--- src/rtl/tomasulo_pkg.sv ---
// Shared Tomasulo definitions: opcode encodings, functional-unit FSM states and the
// tagged result record broadcast on the common data bus.
package tomasulo_pkg;

  localparam int RES_DATA_W = 16;
  localparam int RES_TAG_W  = 3;

  localparam logic [3:0] OP_ADD = 4'b0000;
  localparam logic [3:0] OP_SUB = 4'b0001;
  localparam logic [3:0] OP_LD  = 4'b0010;
  localparam logic [3:0] OP_SD  = 4'b0011;
  localparam logic [3:0] OP_MUL = 4'b0100;
  localparam logic [3:0] OP_AND = 4'b0101;
  localparam logic [3:0] OP_OR  = 4'b0110;
  localparam logic [3:0] OP_SLT = 4'b0111;

  typedef enum logic [0:0] {
    ST_IDLE = 1'b0,
    ST_EXEC = 1'b1
  } fu_state_e;

  // Default-width record used by reservation stations and the CDB arbiter.
  typedef struct packed {
    logic [RES_TAG_W-1:0]  tag;
    logic [RES_DATA_W-1:0] data;
    logic                  err;
  } fu_result_t;

endpackage

--- src/rtl/tomasulo_exec_unit_if.sv ---
// Issue and CDB handshake bundle between a reservation station / CDB arbiter (master)
// and a functional unit (slave).
interface tomasulo_exec_unit_if #(
  parameter int DATA_W = 16,
  parameter int TAG_W  = 3,
  parameter int OPC_W  = 4
);
  logic              issue_valid;
  logic              issue_ready;
  logic [OPC_W-1:0]  issue_op;
  logic [TAG_W-1:0]  issue_tag;
  logic [DATA_W-1:0] issue_a;
  logic [DATA_W-1:0] issue_b;
  logic              cdb_valid;
  logic              cdb_grant;
  logic [TAG_W-1:0]  cdb_tag;
  logic [DATA_W-1:0] cdb_data;
  logic              cdb_err;

  modport master (
    output issue_valid, issue_op, issue_tag, issue_a, issue_b, cdb_grant,
    input  issue_ready, cdb_valid, cdb_tag, cdb_data, cdb_err
  );

  modport slave (
    input  issue_valid, issue_op, issue_tag, issue_a, issue_b, cdb_grant,
    output issue_ready, cdb_valid, cdb_tag, cdb_data, cdb_err
  );
endinterface

--- src/rtl/fu_result_fifo.sv ---
// Shift-style result FIFO: slot 0 is always the registered head, so the head outputs
// stay glitch-free and stable until popped. Vacated slots are zeroed.
module fu_result_fifo #(
  parameter int WIDTH = 20,
  parameter int DEPTH = 2
) (
  input  logic                       clock,
  input  logic                       resetn,
  input  logic                       clear,
  input  logic                       push,
  input  logic [WIDTH-1:0]           push_data,
  input  logic                       pop,
  output logic [WIDTH-1:0]           head_data,
  output logic                       head_valid,
  output logic [$clog2(DEPTH+1)-1:0] count
);
  localparam int CW = $clog2(DEPTH + 1);

  logic [CW-1:0]    count_reg;
  logic [CW-1:0]    count_next;
  logic [CW-1:0]    wr_idx;
  logic             do_pop;
  logic [WIDTH-1:0] slot_q [DEPTH];

  // A grant against an empty queue is ignored.
  assign do_pop = pop && (count_reg != '0);
  assign wr_idx = do_pop ? (count_reg - CW'(1)) : count_reg;

  always_comb begin
    count_next = count_reg;
    case ({push, do_pop})
      2'b10:   count_next = count_reg + CW'(1);
      2'b01:   count_next = count_reg - CW'(1);
      default: count_next = count_reg;
    endcase
  end

  always_ff @(posedge clock or negedge resetn) begin
    if (!resetn) begin
      count_reg <= '0;
    end else if (clear) begin
      count_reg <= '0;
    end else begin
      count_reg <= count_next;
    end
  end

  genvar gi;
  for (gi = 0; gi < DEPTH; gi++) begin : g_slot
    logic [WIDTH-1:0] slot_reg;
    logic [WIDTH-1:0] shift_in;

    if (gi < DEPTH - 1) begin : g_mid
      assign shift_in = slot_q[gi+1];
    end else begin : g_last
      assign shift_in = '0;
    end

    always_ff @(posedge clock or negedge resetn) begin
      if (!resetn) begin
        slot_reg <= '0;
      end else if (clear) begin
        slot_reg <= '0;
      end else if (push && (wr_idx == CW'(gi))) begin
        slot_reg <= push_data;
      end else if (do_pop) begin
        slot_reg <= shift_in;
      end
    end

    assign slot_q[gi] = slot_reg;
  end

  assign head_data  = slot_q[0];
  assign head_valid = (count_reg != '0);
  assign count      = count_reg;

  no_write_when_full: assert property (@(posedge clock) disable iff (!resetn)
    !(push && !clear && !do_pop && (count_reg == CW'(DEPTH))));

endmodule

--- src/rtl/tomasulo_exec_unit.sv ---
// Tomasulo functional unit: registers one issued op, executes it with an opcode-dependent
// latency and queues the tagged result for CDB broadcast under arbiter grant.
module tomasulo_exec_unit
  import tomasulo_pkg::*;
#(
  parameter int DATA_W    = 16,
  parameter int TAG_W     = 3,
  parameter int OPC_W     = 4,
  parameter int ALU_LAT   = 1,
  parameter int MUL_LAT   = 3,
  parameter int RES_DEPTH = 2
) (
  input  logic                           clock,
  input  logic                           resetn,
  input  logic                           flush,
  tomasulo_exec_unit_if.slave            bus,
  output logic                           busy,
  output logic [$clog2(RES_DEPTH+1)-1:0] occupancy
);
  localparam int OCC_W   = $clog2(RES_DEPTH + 1);
  localparam int MAX_LAT = (ALU_LAT > MUL_LAT) ? ALU_LAT : MUL_LAT;
  localparam int CNT_W   = (MAX_LAT > 1) ? $clog2(MAX_LAT) : 1;

  typedef struct packed {
    logic [TAG_W-1:0]  tag;
    logic [DATA_W-1:0] data;
    logic              err;
  } result_t;

  fu_state_e         state_reg;
  logic [CNT_W-1:0]  cnt_reg;
  logic              busy_reg;
  logic [OPC_W-1:0]  op_reg;
  logic [TAG_W-1:0]  tag_reg;
  logic [DATA_W-1:0] a_reg;
  logic [DATA_W-1:0] b_reg;

  logic              issue_ready;
  logic              issue_fire;
  int                issue_lat;
  logic              complete;
  logic              push;
  logic [DATA_W-1:0] res_data;
  logic              res_err;
  result_t           push_rec;
  result_t           head_rec;
  logic              head_valid;
  logic [OCC_W-1:0]  occ;

  assign issue_ready = (state_reg == ST_IDLE) && (occ < OCC_W'(RES_DEPTH));
  assign issue_fire  = bus.issue_valid && issue_ready;
  assign issue_lat   = (bus.issue_op == OPC_W'(OP_MUL)) ? MUL_LAT : ALU_LAT;
  assign complete    = (state_reg == ST_EXEC) && (cnt_reg == '0);
  assign push        = complete && !flush;

  always_ff @(posedge clock or negedge resetn) begin
    if (!resetn) begin
      state_reg <= ST_IDLE;
      cnt_reg   <= '0;
      busy_reg  <= 1'b0;
      op_reg    <= '0;
      tag_reg   <= '0;
      a_reg     <= '0;
      b_reg     <= '0;
    end else if (flush) begin
      state_reg <= ST_IDLE;
      cnt_reg   <= '0;
      busy_reg  <= 1'b0;
    end else begin
      case (state_reg)
        ST_IDLE: begin
          if (issue_fire) begin
            state_reg <= ST_EXEC;
            cnt_reg   <= CNT_W'(issue_lat - 1);
            busy_reg  <= 1'b1;
            op_reg    <= bus.issue_op;
            tag_reg   <= bus.issue_tag;
            a_reg     <= bus.issue_a;
            b_reg     <= bus.issue_b;
          end
        end
        ST_EXEC: begin
          if (cnt_reg == '0) begin
            state_reg <= ST_IDLE;
            busy_reg  <= 1'b0;
          end else begin
            cnt_reg <= cnt_reg - CNT_W'(1);
          end
        end
        default: begin
          state_reg <= ST_IDLE;
          busy_reg  <= 1'b0;
        end
      endcase
    end
  end

  // Result is formed from the held operands on the completing cycle only.
  always_comb begin
    res_data = '0;
    res_err  = 1'b0;
    case (op_reg)
      OPC_W'(OP_ADD): res_data = a_reg + b_reg;
      OPC_W'(OP_SUB): res_data = a_reg - b_reg;
      OPC_W'(OP_MUL): res_data = a_reg * b_reg;
      OPC_W'(OP_AND): res_data = a_reg & b_reg;
      OPC_W'(OP_OR):  res_data = a_reg | b_reg;
      OPC_W'(OP_SLT): res_data = DATA_W'($signed(a_reg) < $signed(b_reg));
      OPC_W'(OP_LD), OPC_W'(OP_SD): res_err = 1'b1;
      default:        res_err = 1'b1;
    endcase
  end

  assign push_rec = '{tag: tag_reg, data: res_data, err: res_err};

  fu_result_fifo #(
    .WIDTH ($bits(result_t)),
    .DEPTH (RES_DEPTH)
  ) u_fifo (
    .clock      (clock),
    .resetn     (resetn),
    .clear      (flush),
    .push       (push),
    .push_data  (push_rec),
    .pop        (bus.cdb_grant),
    .head_data  (head_rec),
    .head_valid (head_valid),
    .count      (occ)
  );

  assign bus.issue_ready = issue_ready;
  assign bus.cdb_valid   = head_valid;
  assign bus.cdb_tag     = head_rec.tag;
  assign bus.cdb_data    = head_rec.data;
  assign bus.cdb_err     = head_rec.err;
  assign busy            = busy_reg;
  assign occupancy       = occ;

endmodule
--- src/flat_wrapper.sv ---
// flat-port wrapper written by rule: the top's interface ports become plain ports
module tomasulo_exec_unit_flat import tomasulo_pkg::*;
#(
  parameter int DATA_W    = 16,
  parameter int TAG_W     = 3,
  parameter int OPC_W     = 4,
  parameter int ALU_LAT   = 1,
  parameter int MUL_LAT   = 3,
  parameter int RES_DEPTH = 2
)
  (clock, resetn, flush, busy, occupancy, bus_issue_valid, bus_issue_op, bus_issue_tag, bus_issue_a, bus_issue_b, bus_cdb_grant, bus_issue_ready, bus_cdb_valid, bus_cdb_tag, bus_cdb_data, bus_cdb_err);
  tomasulo_exec_unit_if #(.DATA_W(DATA_W), .TAG_W(TAG_W), .OPC_W(OPC_W)) bus_i ();
  input  logic clock;
  input  logic resetn;
  input  logic flush;
  output logic busy;
  output logic [$clog2(RES_DEPTH+1)-1:0] occupancy;
  input wire logic [$bits(bus_i.issue_valid)-1:0] bus_issue_valid;
  input wire logic [$bits(bus_i.issue_op)-1:0] bus_issue_op;
  input wire logic [$bits(bus_i.issue_tag)-1:0] bus_issue_tag;
  input wire logic [$bits(bus_i.issue_a)-1:0] bus_issue_a;
  input wire logic [$bits(bus_i.issue_b)-1:0] bus_issue_b;
  input wire logic [$bits(bus_i.cdb_grant)-1:0] bus_cdb_grant;
  output wire logic [$bits(bus_i.issue_ready)-1:0] bus_issue_ready;
  output wire logic [$bits(bus_i.cdb_valid)-1:0] bus_cdb_valid;
  output wire logic [$bits(bus_i.cdb_tag)-1:0] bus_cdb_tag;
  output wire logic [$bits(bus_i.cdb_data)-1:0] bus_cdb_data;
  output wire logic [$bits(bus_i.cdb_err)-1:0] bus_cdb_err;
  assign bus_i.issue_valid = bus_issue_valid;
  assign bus_i.issue_op = bus_issue_op;
  assign bus_i.issue_tag = bus_issue_tag;
  assign bus_i.issue_a = bus_issue_a;
  assign bus_i.issue_b = bus_issue_b;
  assign bus_i.cdb_grant = bus_cdb_grant;
  assign bus_issue_ready = bus_i.issue_ready;
  assign bus_cdb_valid = bus_i.cdb_valid;
  assign bus_cdb_tag = bus_i.cdb_tag;
  assign bus_cdb_data = bus_i.cdb_data;
  assign bus_cdb_err = bus_i.cdb_err;
  tomasulo_exec_unit #(.DATA_W(DATA_W), .TAG_W(TAG_W), .OPC_W(OPC_W), .ALU_LAT(ALU_LAT), .MUL_LAT(MUL_LAT), .RES_DEPTH(RES_DEPTH)) u_core (.clock(clock), .resetn(resetn), .flush(flush), .bus(bus_i), .busy(busy), .occupancy(occupancy));
endmodule
--- config.mk ---
export PLATFORM = sky130hd
export DESIGN_NAME = tomasulo_exec_unit_flat
export DESIGN_NICKNAME = d
export VERILOG_FILES = /design/src/rtl/tomasulo_pkg.sv /design/src/rtl/tomasulo_exec_unit_if.sv /design/src/rtl/fu_result_fifo.sv /design/src/rtl/tomasulo_exec_unit.sv /design/src/flat_wrapper.sv
export SDC_FILE = /design/constraint.sdc
export NUM_CORES = 1
export LEC_CHECK = 0
export ABC_AREA = 0
export CELL_PAD_IN_SITES_DETAIL_PLACEMENT = 2
export CELL_PAD_IN_SITES_GLOBAL_PLACEMENT = 2
export CORE_MARGIN = 10
export CORE_UTILIZATION = 40
export DETAILED_ROUTE_END_ITERATION = 12
export PLACE_DENSITY = 0.95
export SLEW_MARGIN = 20
export SYNTH_ARGS = -nofsm -noshare
export SYNTH_HDL_FRONTEND = slang
export SYNTH_SLANG_ARGS = --single-unit
--- constraint.sdc ---
create_clock -name clock -period 11.2 [get_ports clock]
set_clock_uncertainty 0.1 [all_clocks]
set_input_delay 1.12 -clock clock [delete_from_list [all_inputs] [get_ports clock]]
set_output_delay 1.12 -clock clock [all_outputs]
set_load 0.01 [all_outputs]
**Run 1: logic cells by family**

(1.5 px per um)
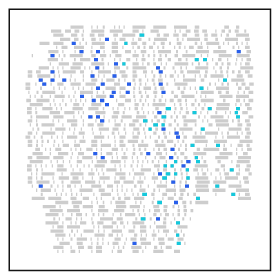
| colour | family | cells |
|---|---|---|
| blue | xor and xnor cells | 51 |
| cyan | non-inverting ao/oa cells | 41 |

**Run 1: track usage over the die**

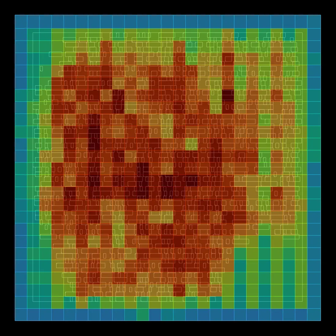
met3 GRT Util: 6.86%
GRT Overall Usage: 29.4%
busiest metal layer after global routing: met2
Finished Core Util: 45.9%
Routed WL per cell: 30.0 um

==> qor.json, run 1 <==
{
  "run_status": "completed",
  "num_rows": 56,
  "detailroute.wirelength.met2_mm": 22.2,
  "count_of_mapped_cells_out_of_synthesis": 1123,
  "grt_setup_unrepaired": "false",
  "worst-slew-pin-transition_ps": 987,
  "critical_path.startpoint_type": "flip-flop",
  "finalNonFillerCells": 1488,
  "core_util_floorplan_pct": 40.4,
  "floorplan.die.width_um": 173,
  "asyncSetResetFlopFracSynth_pct": 100,
  "drc": 0,
  "io_pins": 69,
  "tcrit_tclk_final_pct": 62.9,
  "detailed_place_hpwl_mm": 32.1,
  "timing.final.crit_period_ps": 7050,
  "layout.nets": 1390,
  "tns_ps": 0,
  "r2r-start": "u_core.b_reg[1]$_DFFE_PN0P_",
  "fp.dieH_um": 173,
  "setup.worst_path.class": "reg -> reg",
  "drt_pass1_iterations": 5,
  "netlist.top_cell.by_area": "sky130_fd_sc_hd__dfrtp_1",
  "dieArea_um2": 30000,
  "enable_flop_cells": 0,
  "cts.sinks": 85,
  "ant_nets": 0,
  "first_iter_violations": 860,
  "ctsHoldBuffers": 0,
  "finalHoldViolations": 0,
  "cts.path.max_buffers": 2,
  "postSynthAreaPerCell_um2": 8.36,
  "syn_area_um2": 9390,
  "cts-root-buf": "sky130_fd_sc_hd__clkbuf_16",
  "final_setup_violation_count": 0,
  "postSynthRegisterBits": 85,
  "drive_gt1_share_pct": 4.02,
  "critPathLaunch": "u_core.b_reg[1]$_DFFE_PN0P_",
  "antenna_found_initial": 1,
  "clk_pin_slew_worst_paths_ps": 90,
  "most_common_reg_cell": "sky130_fd_sc_hd__dfrtp_1",
  "grt_start_max_net_pins": 70,
  "first_global_vias": 10600,
  "cp_max_fo": 12,
  "wl_met3_mm": 3.02,
  "top_cell_area_share_pct": 22.7,
  "yosysWarnings": 0,
  "hold-worst-slack_ps": 406,
  "highest-signal-layer": "met4",
  "yosys-top-cells-area": "sky130_fd_sc_hd__dfrtp_1 23%, sky130_fd_sc_hd__fa_1 17%, sky130_fd_sc_hd__ha_1 13%",
  "mostFrequentLayoutCell": "sky130_fd_sc_hd__nand2_1",
  "grt-ovfl-total": 0,
  "core-area_um2": 23300,
  "yosys_area_um2": 9390,
  "cts_htree_levels": 3,
  "min-delay-path-class": "reg -> reg",
  "dp_cells": 1472,
  "postCtsResizedCells": 0,
  "worst_ep_required_time_ps": 11350,
  "finalWeightedCongestion": 0.941,
  "setup.worst_path.end_class": "flip-flop",
  "vias_per_cell": 6.19,
  "n_fill_cell": 2597,
  "yosys.stat.seqShare_pct": 22.7,
  "tritoncts": "built",
  "cts-buffers-inserted": 9,
  "slew_headroom_pct": 34.2,
  "maxCapViolations": 0,
  "cts_setup_buffers": 0,
  "drt_wl_total_mm": 44.7,
  "synth_cell_types": 66,
  "area_growth_pct": 13.8,
  "ys_cells": 1123,
  "max_slew_violation_count": 0,
  "most_common_cell": "sky130_fd_sc_hd__nand2_1",
  "rrSetupSlack_ps": 4150,
  "layout_top_cells": "168 x sky130_fd_sc_hd__nand2_1, 157 x sky130_fd_sc_hd__inv_1, 120 x sky130_fd_sc_hd__nor2_1"
}
**Run 1: signal wires on met1**

(1.5 px per um)
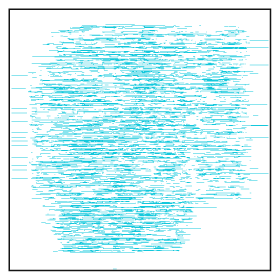
share of all routed wire: 37%
nets with wire on the layer: 1281
main direction: horizontal

## run 1: logic make-up (layout without fill, tap and decap cells)
family,count (synthesis),in the layout,share of synthesized area [%]
compound gates,229,229,16.3
mux,9,9,1.16
simple gates,355,355,15.9
xor+xnor,51,51,4.76
flops,85,85,22.7
fa+ha+maj,182,182,30.7
buf+inv,212,258,8.49
## run 1: critical path, cell delays in order (launching register included)
cell and delay, ps:
sky130_fd_sc_hd__dfrtp_1 800, sky130_fd_sc_hd__clkinv_1 520, sky130_fd_sc_hd__nor2_1 290, sky130_fd_sc_hd__fa_1 230
sky130_fd_sc_hd__inv_1 70, sky130_fd_sc_hd__fa_1 480, sky130_fd_sc_hd__fa_1 610, sky130_fd_sc_hd__inv_1 110
sky130_fd_sc_hd__ha_1 360, sky130_fd_sc_hd__fa_1 550, sky130_fd_sc_hd__inv_1 80, sky130_fd_sc_hd__fa_1 510
sky130_fd_sc_hd__inv_1 60, sky130_fd_sc_hd__ha_1 360, sky130_fd_sc_hd__a21o_1 190, sky130_fd_sc_hd__a21o_1 190
sky130_fd_sc_hd__a221o_1 360, sky130_fd_sc_hd__a21oi_1 190, sky130_fd_sc_hd__xnor2_1 90, sky130_fd_sc_hd__a221oi_1 280
sky130_fd_sc_hd__o21ai_0 190, sky130_fd_sc_hd__a22o_1 270
## run 1: path summary, 6_finish.rpt
path,endpoint,cells past startpoint
max in group asynchronous,u_core.op_reg[0]$_DFFE_PN0P_,2
min,u_core.u_fifo.g_slot[0].shift_in[6]$_DFFE_PN0P_,2
max,u_core.u_fifo.g_slot[0].shift_in[15]$_DFFE_PN0P_,21
min reg2reg,u_core.u_fifo.g_slot[0].shift_in[6]$_DFFE_PN0P_,2
max reg2reg,u_core.u_fifo.g_slot[0].shift_in[15]$_DFFE_PN0P_,21
min in group asynchronous,u_core.b_reg[3]$_DFFE_PN0P_,1
## run 1: metal layers
metal  vias up  global-route usage (%)
met4         0                    18.4
met3       206                    6.86
met2       514                    50.7
met1      4719                    32.1
li1       3768                       -
met5         -                       0
## run 1: area by class of cell
cell class | count | area, um^2 | area share [%]
Clock inverter | 7 | 91.3 | 0.855
Timing Repair Buffer | 77 | 746 | 6.98
Sequential cell | 85 | 2130 | 19.9
Clock buffer | 9 | 225 | 2.11
Tap cell | 319 | 399 | 3.73
Inverter | 165 | 619 | 5.79
Multi-Input combinational cell | 826 | 6480 | 60.6
## run 1: through the flow
stage	setup WS, ps	area, um^2
floorplan	5350	9390
global placement	5030	10400
detailed placement	4580	10400
CTS	4250	10700
global route	4020	10700
finish	4150	10700
**Run 1: register map, names as in the netlist**

(3 px per um)
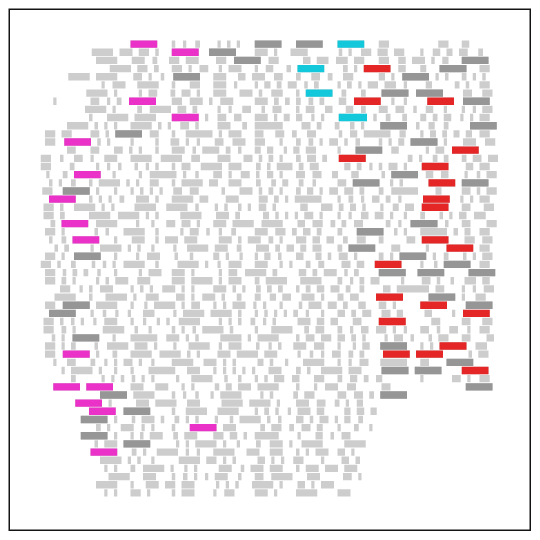

==> run 1 -> run 2 <==
--- a/config.mk
+++ b/config.mk
@@ -9,9 +9,9 @@
 export CELL_PAD_IN_SITES_DETAIL_PLACEMENT = 2
 export CELL_PAD_IN_SITES_GLOBAL_PLACEMENT = 2
 export CORE_MARGIN = 10
-export CORE_UTILIZATION = 40
+export CORE_UTILIZATION = 34
 export DETAILED_ROUTE_END_ITERATION = 12
-export PLACE_DENSITY = 0.95
+export PLACE_DENSITY = 0.9
 export SLEW_MARGIN = 20
 export SYNTH_ARGS = -nofsm -noshare
 export SYNTH_HDL_FRONTEND = slang
==> constraint.sdc (replaced) <==
create_clock -name clock -period 6.4 [get_ports clock]
set_clock_uncertainty 0.1 [all_clocks]
set_input_delay 0.64 -clock clock [delete_from_list [all_inputs] [get_ports clock]]
set_output_delay 0.64 -clock clock [all_outputs]
set_load 0.01 [all_outputs]
**Run 2: register map, names as in the netlist**

(2 px per um)
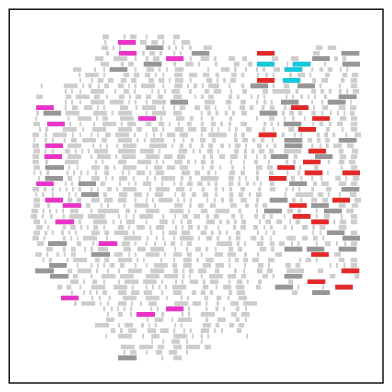
| colour | netlist name | placed flops |
|---|---|---|
| magenta | `u_core.b_reg` | 16 |
| red | `u_core.u_fifo.head_data` | 20 |
| cyan | `u_core.op_reg` | 4 |
not coloured: 45

**Run 2: logic cells by family**

(1.5 px per um)
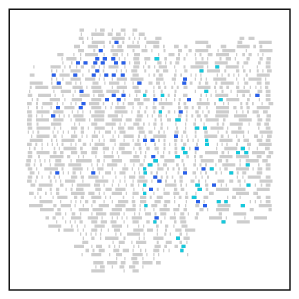
| colour | family | cells |
|---|---|---|
| cyan | non-inverting ao/oa cells | 41 |
| blue | xor and xnor cells | 51 |

==> run 2 against run 1 <==
Setup slack worse by 4100 ps. Cell count increased by 3.2%. Via count fell by 5.1%. Count of clock-buffer cells in the layout grew 1. First-iteration DRC count down 14%. Synthesized cell count stayed put. Critical path type unchanged. Highest routed layer unchanged.
==> qor.json, run 2 <==
{
  "fmax_mhz": 159,
  "grt_setup_unrepaired": "false",
  "worst-slew-pin-transition": {"value": 1080, "unit": "ps", "change": "+91.2 ps"},
  "tool_warnings": 59,
  "final_setup_violation_count": {"value": 0, "change": "unchanged"},
  "postSynthNetCount": 1349,
  "ys_cells": {"value": 1123, "change": "unchanged"},
  "yosys_area": {"value": 9390, "unit": "um^2", "change": "unchanged"},
  "worst_ep_required_time": {"value": 6560, "unit": "ps", "change": "-4790 ps"},
  "fp.dieH": {"value": 186, "unit": "um", "change": "+7.5%"},
  "antenna-diode-count": 0,
  "finalHoldViolations": {"value": 0, "change": "unchanged"},
  "maxCapViolations": {"value": 0, "change": "unchanged"},
  "area_growth_pct": 16.6,
  "run_status": "completed",
  "core-area": {"value": 27000, "unit": "um^2", "change": "+16%"},
  "min-delay-path-class": "in -> async",
  "finalNonFillerCells": {"value": 1535, "change": "+3.2%"},
  "most_common_reg_cell": "sky130_fd_sc_hd__dfrtp_1",
  "drt_pass1_iterations": {"value": 5, "change": "unchanged"},
  "core_util_floorplan": {"value": 34.7, "unit": "%", "change": "-5.6 points"},
  "clk_pin_slew_worst_paths": {"value": 100, "unit": "ps", "change": "about the same"},
  "ant_nets": {"value": 0, "change": "unchanged"},
  "io_pins": {"value": 69, "change": "unchanged"},
  "slew_headroom": {"value": 28.1, "unit": "%", "change": "-6.1 points"},
  "drt_wl_total": {"value": 39.1, "unit": "mm", "change": "-13%"},
  "vias_per_cell": {"value": 5.69, "change": "-8.0%"},
  "tcrit_tclk_final": {"value": 98.4, "unit": "%", "change": "+35 points"},
  "num_rows": {"value": 60, "change": "+7.1%"},
  "setup_slack": {"value": 102, "unit": "ps", "change": "-4050 ps"},
  "drc": {"value": 0, "change": "unchanged"},
  "yosys-top-cells-area": "sky130_fd_sc_hd__dfrtp_1 23%, sky130_fd_sc_hd__fa_1 17%, sky130_fd_sc_hd__ha_1 13%",
  "layout_top_cells": "168 x sky130_fd_sc_hd__nand2_1, 152 x sky130_fd_sc_hd__inv_1, 120 x sky130_fd_sc_hd__nor2_1",
  "netlist.top_cell.by_area": "sky130_fd_sc_hd__dfrtp_1",
  "cts.path.max_buffers": {"value": 2, "change": "unchanged"},
  "synth_cell_types": {"value": 66, "change": "unchanged"},
  "cts-root-buf": "sky130_fd_sc_hd__clkbuf_16",
  "grt_util_all_layers": {"value": 22.8, "unit": "%", "change": "-6.6 points"},
  "antenna_found_initial": {"value": 0, "change": "-1"},
  "first_iter_violations": {"value": 739, "change": "-14%"},
  "syn_area": {"value": 9390, "unit": "um^2", "change": "unchanged"},
  "enable_flop_cells": {"value": 0, "change": "unchanged"},
  "drive_gt1_share": {"value": 7.71, "unit": "%", "change": "+3.7 points"},
  "cts_htree_levels": {"value": 3, "change": "unchanged"},
  "most_common_cell": "sky130_fd_sc_hd__nand2_1",
  "buffer_ports.inserted": 68,
  "max_slew_violation_count": {"value": 0, "change": "unchanged"},
  "dieArea": {"value": 34700, "unit": "um^2", "change": "+16%"},
  "insertion_delay_ps": 380,
  "tritoncts": "built",
  "asyncSetResetFlopFracSynth": {"value": 100, "unit": "%", "change": "unchanged"},
  "count_of_mapped_cells_out_of_synthesis": {"value": 1123, "change": "unchanged"},
  "dr_total_vias": 8739,
  "postSynthRegisterBits": {"value": 85, "change": "unchanged"},
  "cp_max_fo": {"value": 8, "change": "-4"},
  "cp_data_arrival_time_ps": 6460,
  "postSynthAreaPerCell": {"value": 8.36, "unit": "um^2", "change": "unchanged"},
  "layout.nets": {"value": 1415, "change": "+1.8%"},
  "tns": {"value": 0, "unit": "ps", "change": "unchanged"},
  "critical_path.startpoint_type": "flip-flop",
  "timing.final.crit_period": {"value": 6300, "unit": "ps", "change": "-748 ps"},
  "hold-worst-slack": {"value": 130, "unit": "ps", "change": "-276 ps"},
  "grt_start_max_net_pins": {"value": 71, "change": "+1.4%"},
  "detailed_place_hpwl": {"value": 29.9, "unit": "mm", "change": "-6.7%"},
  "setup.worst_path.class": "reg -> reg",
  "routed_wire_length_per_instance": {"value": 25.4, "unit": "um", "change": "-15%"},
  "grt_pass1_wl_mm": 59.5,
  "finalWeightedCongestion": {"value": 0.928, "change": "-1.3%"},
  "grt-ovfl-total": {"value": 0, "change": "unchanged"},
  "cts-buffers-inserted": {"value": 9, "change": "unchanged"},
  "cts.sinks": {"value": 85, "change": "unchanged"},
  "dp_slack": {"value": -3.92, "unit": "ps", "change": "-4590 ps"},
  "floorplan.die.width": {"value": 186, "unit": "um", "change": "+7.5%"},
  "top_cell_area_share": {"value": 22.7, "unit": "%", "change": "unchanged"},
  "final_core_utilization": {"value": 40.5, "unit": "%", "change": "-5.4 points"},
  "first_global_vias": {"value": 9942, "change": "-6.0%"},
  "yosysWarnings": {"value": 0, "change": "unchanged"},
  "setup.worst_path.end_class": "flip-flop",
  "dp_cells": {"value": 1512, "change": "+2.7%"},
  "yosys.stat.seqShare": {"value": 22.7, "unit": "%", "change": "unchanged"},
  "mostFrequentLayoutCell": "sky130_fd_sc_hd__nand2_1",
  "post_synth_most_frequent_cells": "168 x sky130_fd_sc_hd__nand2_1, 157 x sky130_fd_sc_hd__inv_1, 121 x sky130_fd_sc_hd__nor2_1"
}
-- run 2: worst max-delay path, stage by stage (launching register included) --
cell,delay (ps)
sky130_fd_sc_hd__dfrtp_2,540
sky130_fd_sc_hd__nand2_1,140
sky130_fd_sc_hd__fa_1,610
sky130_fd_sc_hd__fa_1,660
sky130_fd_sc_hd__fa_1,490
sky130_fd_sc_hd__fa_1,600
sky130_fd_sc_hd__inv_1,70
sky130_fd_sc_hd__fa_1,490
sky130_fd_sc_hd__inv_1,50
sky130_fd_sc_hd__fa_1,480
sky130_fd_sc_hd__inv_1,40
sky130_fd_sc_hd__ha_1,350
sky130_fd_sc_hd__a21o_1,210
sky130_fd_sc_hd__a221o_1,360
sky130_fd_sc_hd__a21oi_1,180
sky130_fd_sc_hd__xnor2_1,90
sky130_fd_sc_hd__a221oi_1,280
sky130_fd_sc_hd__o21ai_1,180
sky130_fd_sc_hd__a22o_1,240
-- run 2: cell type report --
cell class	count	area [um^2]
Clock buffer	10	239
Clock inverter	6	77.6
Fill cell	3008	16100
Inverter	165	646
Multi-Input combinational cell	826	6490
Sequential cell	85	2140
Tap cell	341	427
Timing Repair Buffer	102	933
-- run 2: worst paths after layout --
kind	cells past startpoint	startpoint	to	slack [ps]
hold reg to reg	1	u_core.cnt_reg[0]$_DFFE_PN0P_	u_core.cnt_reg[0]$_DFFE_PN0P_	380
setup reg to reg	18	u_core.b_reg[1]$_DFFE_PN0P_	u_core.u_fifo.g_slot[0].shift_in[15]$_DFFE_PN0P_	100
min in group clock	1	u_core.cnt_reg[0]$_DFFE_PN0P_	u_core.cnt_reg[0]$_DFFE_PN0P_	380
setup / recovery	18	u_core.b_reg[1]$_DFFE_PN0P_	u_core.u_fifo.g_slot[0].shift_in[15]$_DFFE_PN0P_	100
max in group asynchronous	2	resetn	u_core.a_reg[10]$_DFFE_PN0P_	4910
hold / removal	1	resetn	u_core.u_fifo.head_data[18]$_DFFE_PN0P_	130
-- run 2: logic make-up (layout without fill, tap and decap cells) --
logic type | after synthesis | in the layout | synth area share, %
xor+xnor | 51 | 51 | 4.76
compound gates | 229 | 229 | 16.3
mux | 9 | 9 | 1.16
simple gates | 355 | 355 | 15.9
flops | 85 | 85 | 22.7
fa+ha+maj | 182 | 182 | 30.7
buf+inv | 212 | 283 | 8.49
-- run 2: per-stage QoR --
step | cell area (um^2)
after global placement | 10500
after CTS | 10900
after detailed placement | 10500
after global routing | 11000
final | 11000
after floorplan | 9390
-- run 2: what timing repair did --
item                                    4_1_cts  5_1_grt
hold buffers                                  0        0
gates cloned                                  0        0
endpoints found under the setup margin        2        3
gates resized                                 5       18
buffers inserted                              2        5
-- run 2: metal layers --
metal	global-route usage, %	wire length [um]	vias to the layer above
li1	-	-	3810
met4	9.93	1640	0
met5	0	0	-
met2	39.4	19400	312
met1	27.1	16000	4523
met3	4.11	2090	94
